===== config.mk =====
export PLATFORM = sky130hd
export DESIGN_NAME = filter_dac_spi
export DESIGN_NICKNAME = d
export VERILOG_FILES = /design/src/rtl/filter_dac_spi.sv
export SDC_FILE = /design/constraint.sdc
export NUM_CORES = 1
export LEC_CHECK = 0
export ABC_AREA = 1
export CORE_MARGIN = 1.5
export CORE_UTILIZATION = 32
export CTS_CLUSTER_DIAMETER = 120
export DETAILED_ROUTE_END_ITERATION = 10
export HOLD_SLACK_MARGIN = 0.08
export REMOVE_ABC_BUFFERS = 1
export SLEW_MARGIN = 40
export SYNTH_ARGS = -nofsm -noshare
export SYNTH_HDL_FRONTEND = slang
export SYNTH_SLANG_ARGS = --single-unit
export TNS_END_PERCENT = 1

===== constraint.sdc =====
create_clock -name clk -period 4.15 [get_ports clk]
set_input_delay 0.83 -clock clk [delete_from_list [all_inputs] [get_ports clk]]
set_output_delay 0.83 -clock clk [all_outputs]
set_load 0.01 [all_outputs]

===== src/rtl/filter_dac_spi.sv =====
// Output stage of the LMS noise filter: saturating gain, offset-binary conversion,
// and a mode-0 SPI serialiser with a one-deep pending slot and overrun counter.
module filter_dac_spi #(
    parameter int unsigned CLK_DIV    = 2,
    parameter int unsigned DAC_BITS   = 12,
    parameter int unsigned GAIN_SHIFT = 0
) (
    input  logic               clk,
    input  logic               rst_n,
    input  logic signed [15:0] in_s,
    input  logic               in_valid,
    output logic               dac_cs_n,
    output logic               dac_sclk,
    output logic               dac_mosi,
    output logic               busy,
    output logic [7:0]         drop_cnt
);
    localparam int unsigned GW = 16 + GAIN_SHIFT;

    typedef enum logic [1:0] {S_IDLE, S_SHIFT_LO, S_SHIFT_HI, S_GAP} state_t;

    state_t                r_state, w_state_nxt;
    logic [7:0]            r_cnt, w_cnt_nxt;
    logic [3:0]            r_bits, w_bits_nxt;
    logic [15:0]           r_sh, w_sh_nxt;
    logic                  r_cs_n, w_cs_n_nxt;
    logic                  r_sclk, w_sclk_nxt;
    logic [15:0]           r_pend;
    logic                  r_pend_valid;
    logic [7:0]            r_drop;
    logic                  w_consume;
    logic                  w_div_done;

    logic signed [GW-1:0]       w_ext, w_g;
    logic                       w_ovf;
    logic signed [15:0]         w_sat;
    logic signed [DAC_BITS-1:0] w_code;
    logic [15:0]                w_word;

    assign w_ext = GW'(in_s);
    assign w_g   = w_ext <<< GAIN_SHIFT;
    // Overflow whenever the bits above the 16-bit sign position disagree.
    assign w_ovf = !((&w_g[GW-1:15]) || !(|w_g[GW-1:15]));

    always_comb begin
        w_sat = w_g[15:0];
        if (w_ovf) begin
            w_sat = w_g[GW-1] ? 16'sh8000 : 16'sh7FFF;
        end
        w_code = DAC_BITS'(w_sat >>> (16 - DAC_BITS));
        w_word = 16'({~w_code[DAC_BITS-1], w_code[DAC_BITS-2:0]});
    end

    assign w_div_done = (r_cnt == 8'(CLK_DIV - 1));
    assign w_consume  = (r_state == S_IDLE) && r_pend_valid;

    always_comb begin
        w_state_nxt = r_state;
        w_cnt_nxt   = r_cnt;
        w_bits_nxt  = r_bits;
        w_sh_nxt    = r_sh;
        w_cs_n_nxt  = r_cs_n;
        w_sclk_nxt  = r_sclk;
        case (r_state)
            S_IDLE: begin
                if (r_pend_valid) begin
                    w_sh_nxt    = r_pend;
                    w_bits_nxt  = 4'd15;
                    w_cnt_nxt   = '0;
                    w_cs_n_nxt  = 1'b0;
                    w_sclk_nxt  = 1'b0;
                    w_state_nxt = S_SHIFT_LO;
                end
            end
            S_SHIFT_LO: begin
                if (w_div_done) begin
                    w_cnt_nxt   = '0;
                    w_sclk_nxt  = 1'b1;
                    w_state_nxt = S_SHIFT_HI;
                end else begin
                    w_cnt_nxt = r_cnt + 8'd1;
                end
            end
            S_SHIFT_HI: begin
                if (w_div_done) begin
                    w_cnt_nxt  = '0;
                    w_sclk_nxt = 1'b0;
                    // MOSI is the shifter MSB, so it only moves with the falling SCLK.
                    if (r_bits != 4'd0) begin
                        w_sh_nxt    = {r_sh[14:0], 1'b0};
                        w_bits_nxt  = r_bits - 4'd1;
                        w_state_nxt = S_SHIFT_LO;
                    end else begin
                        w_sh_nxt    = '0;
                        w_cs_n_nxt  = 1'b1;
                        w_state_nxt = S_GAP;
                    end
                end else begin
                    w_cnt_nxt = r_cnt + 8'd1;
                end
            end
            S_GAP: begin
                if (w_div_done) begin
                    w_cnt_nxt   = '0;
                    w_state_nxt = S_IDLE;
                end else begin
                    w_cnt_nxt = r_cnt + 8'd1;
                end
            end
            default: w_state_nxt = S_IDLE;
        endcase
    end

    always_ff @(posedge clk) begin
        if (!rst_n) begin
            r_state <= S_IDLE;
            r_cnt   <= '0;
            r_bits  <= '0;
            r_sh    <= '0;
            r_cs_n  <= 1'b1;
            r_sclk  <= 1'b0;
        end else begin
            r_state <= w_state_nxt;
            r_cnt   <= w_cnt_nxt;
            r_bits  <= w_bits_nxt;
            r_sh    <= w_sh_nxt;
            r_cs_n  <= w_cs_n_nxt;
            r_sclk  <= w_sclk_nxt;
        end
    end

    always_ff @(posedge clk) begin
        if (!rst_n) begin
            r_pend       <= '0;
            r_pend_valid <= 1'b0;
            r_drop       <= '0;
        end else if (in_valid) begin
            r_pend       <= w_word;
            r_pend_valid <= 1'b1;
            if (r_pend_valid && !w_consume && (r_drop != 8'hFF)) begin
                r_drop <= r_drop + 8'd1;
            end
        end else if (w_consume) begin
            r_pend_valid <= 1'b0;
        end
    end

    assign dac_cs_n = r_cs_n;
    assign dac_sclk = r_sclk;
    assign dac_mosi = r_sh[15];
    assign busy     = (r_state != S_IDLE) | r_pend_valid;
    assign drop_cnt = r_drop;

endmodule


Fig. 1: the metal 1 layer
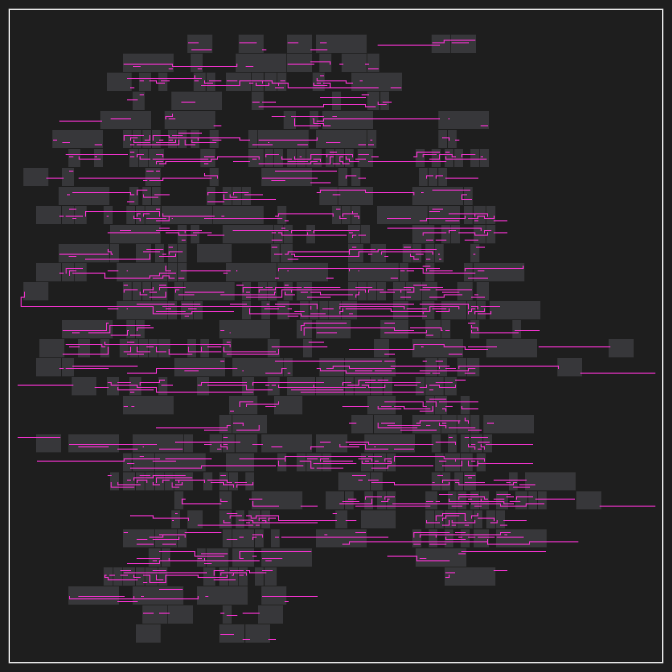
- share of all routed wire: 50%
- main direction: horizontal
- nets with wire on the layer: 384
routed vias: 2,248
met1 usage: 15.9%
WL final: 5080 um

Fig. 2: M2 wires
The bar under the picture is 20 um long.
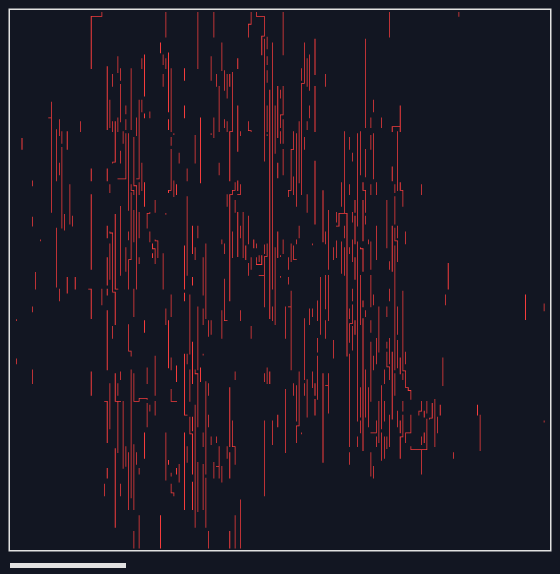
- longest straight run: 42.5 um
- nets with wire on the layer: 306
- share of all routed wire: 45%
fraction of met2 tracks used by global routing: 20.2%

Fig. 3: signal wires on met3
The bar under the picture is 20 um long.
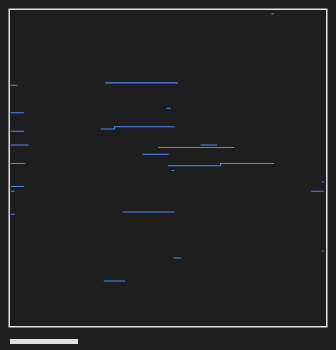
- nets with wire on the layer: 18
- main direction: horizontal
- share of all routed wire: 3.1%
routing usage on met3: 2.68%

==> run notes <==
Numbers from the implementation run.

The clock-net power is 0.302 mW. The largest registers in the layout are r_sh: 16 flops, r_pend: 12 flops. After clock tree synthesis, the clock-pin slew on the worst setup and hold paths is 0.10 ns. The clock passes through at most 2 buffers. The cell area after synthesis is 2610 um^2. According to the dpl log, the detail-placed design has an HPWL of 3380 um. The final design was reported to hold multi-input combinational gates totalling 250.

For this design the total switching power over the nets is 0.733 mW. The flow ran to the end, and the final reports show no timing, DRC or antenna violations. In this run the critical register-to-register path is captured at dac_cs_n$_SDFFE_PN1P_. In this run the biggest area consumer among cell types represents 40.7% of the synthesized area. The critical path capture point type is an output port. The signed area change from the synthesized netlist to the final layout is 15.3%. The worst path in the final design needs a cycle of 2.55 ns, including I/O delays and setup. For this design the static power due to leakage is 1.29 nW. The and-or/or-and share of the synthesized area is 12.1%.

At the placement stage, the worst setup path has a slack of 1.44 ns. The non-clock buffering overhead in the final layout is 8.91%. The synthesized instance count is between 300 and 400. The final worst slack is around 1.6 ns. The actual transition at the worst max-transition pin is 0.695 ns. In the final design database the tool counted 416 nets. The final report gives the standard cell area, fillers excluded, as 3010 um^2. Of the total standard cell area in the layout, the sequential portion is between 30% and 40%.

Including well taps, the total number of placed cells is between 400 and 500. Among all stages on the critical path, the largest delay is contributed by clkdlybuf4s50_1. The cell area reported after detailed placement is 2910 um^2. The stat command in Yosys gives a chip area of 2610 um^2.

The fraction of the mapped netlist area in simple logic gates is 31.7%. The met3 routed wirelength is 159 um. According to the timing report, the arrival time at the worst endpoint equals 1.72 ns. In the layout the commonest cells are nand2_1, dfxtp_1, nor2_1.

The number of hold buffers added after CTS is 0. The CTS root buffer is clkbuf_8. The timing report attributes the biggest portion of critical-path delay to buffers and inverters. The number of antenna violations at the first check in global routing is 0. The post-layout period usage of the worst path is 61.4%. The first global-routing pass estimated 8640 um of wire.

The number of cells on the worst hold path is listed as 2. The fraction of layout instances using a drive strength above 1 is around 8.6%. Port buffering added 26 buffers. The via count of the first global-routing pass came to approximately 1,900. The cell type with the largest total area is dfxtp_1. TritonCTS built the clock tree.

STA classifies the critical path startpoint as a register. The sequential cells in the finished layout cover a total of between 1000 and 1500 um^2. The report puts the cell count of the worst reg-to-reg path at 8.

The number of ordinary inverters in the final layout is 56. Once the clock tree was built, the resizer swapped 0 gates to a different size. The final estimated routing congestion in global placement is 0.790. The count of fill cells added during filler insertion is roughly 830. After detailed routing, the number of vias per cell comes to 4.53. In this run the most used layer during global routing was met2.

Buffers added to address setup during post-CTS repair amount to 0. The endpoint of the worst hold path is r_pend[1]$_SDFFE_PN0P_. In this run, the number of DRC markers left after iteration 0 of detailed routing was about 130. The cell class with the largest area share is multi-input combinational cells. The maximum single-stage delay on the critical path is 0.59 ns. The library cell used most frequently in the layout, excluding fill and tap cells, is nand2_1. The clock distribution area overhead in the final layout is 3.12%.

In this run the number of cells on the critical path is 3. The total length of routed met2 wires is between 2000 and 2500 um. The share of flip-flops with an asynchronous set or reset is 0%. In this run the core area contains 32 standard-cell rows. The worst-case vdd ir drop is approximately 0.19 mV.

The worst hold path begins at r_pend[1]$_SDFFE_PN0P_. Sequential cells consume a total of 0.676 mW. The cell-mix breakdown from Yosys lists the XOR/XNOR area share as 1.68%. Setup repair after global routing left no endpoint under its margin. Per STA, the endpoint of the critical path is busy. Per the final timing report, the hold violations number 0. In this run, power in combinational logic comes to 0.758 mW. The dominant power group in this design is combinational cells. The vertical die size is 93.2 um.

The fraction of power spent switching nets is a little over two fifths. The dominant combinational cell family by area after synthesis is simple AND/OR/NAND/NOR gates. The final power report lists total power as about 1.7 mW.

The main area contributors are dfxtp_1, nand2_1, nor2_1. The final clock skew is 0.00876 ns. The final timing report lists a max-slew violation count of 0. The number of flip-flops under the largest register name is 16.
Fig. 4: clock routing
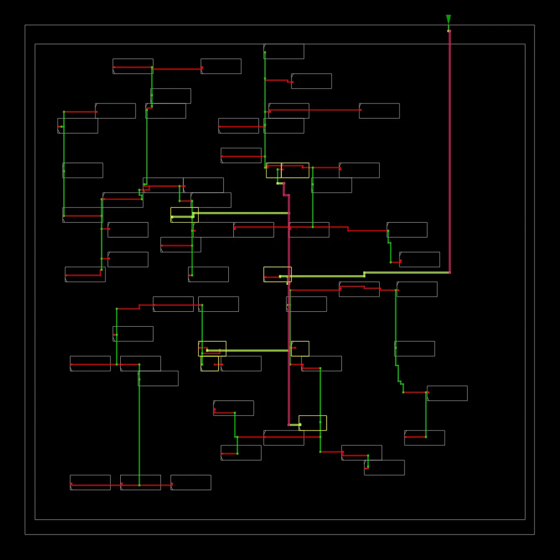
flip-flops: 53
worst skew pair latency: 0.31 ns
number of buffers added by the clock tree synthesis step: 5
count of clock tree sinks: 53
Layout clock buffers: 5

Fig. 5: wire density map
The bar under the picture is 20 um long. 19 x 19 tiles, from dark purple (low) to yellow (high), scaled to the fullest tile. Values are wire area over tile area, all layers added.
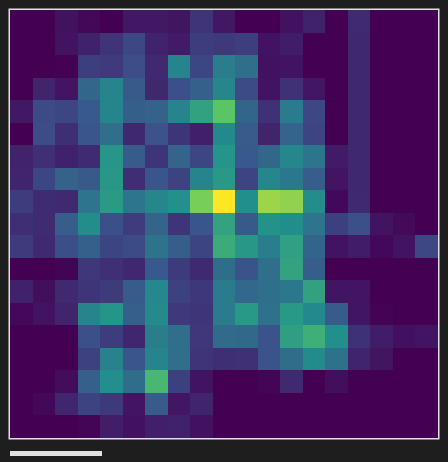
- tiles over half the peak: 6.9%
- nearly empty tiles: 29%
- emptiest ninth of the die: north-east
- mean over tiles: 0.091
- fullest tile: 0.51
- densest ninth of the die: center

No activity file was given, so power comes from the tool's default toggle rates.
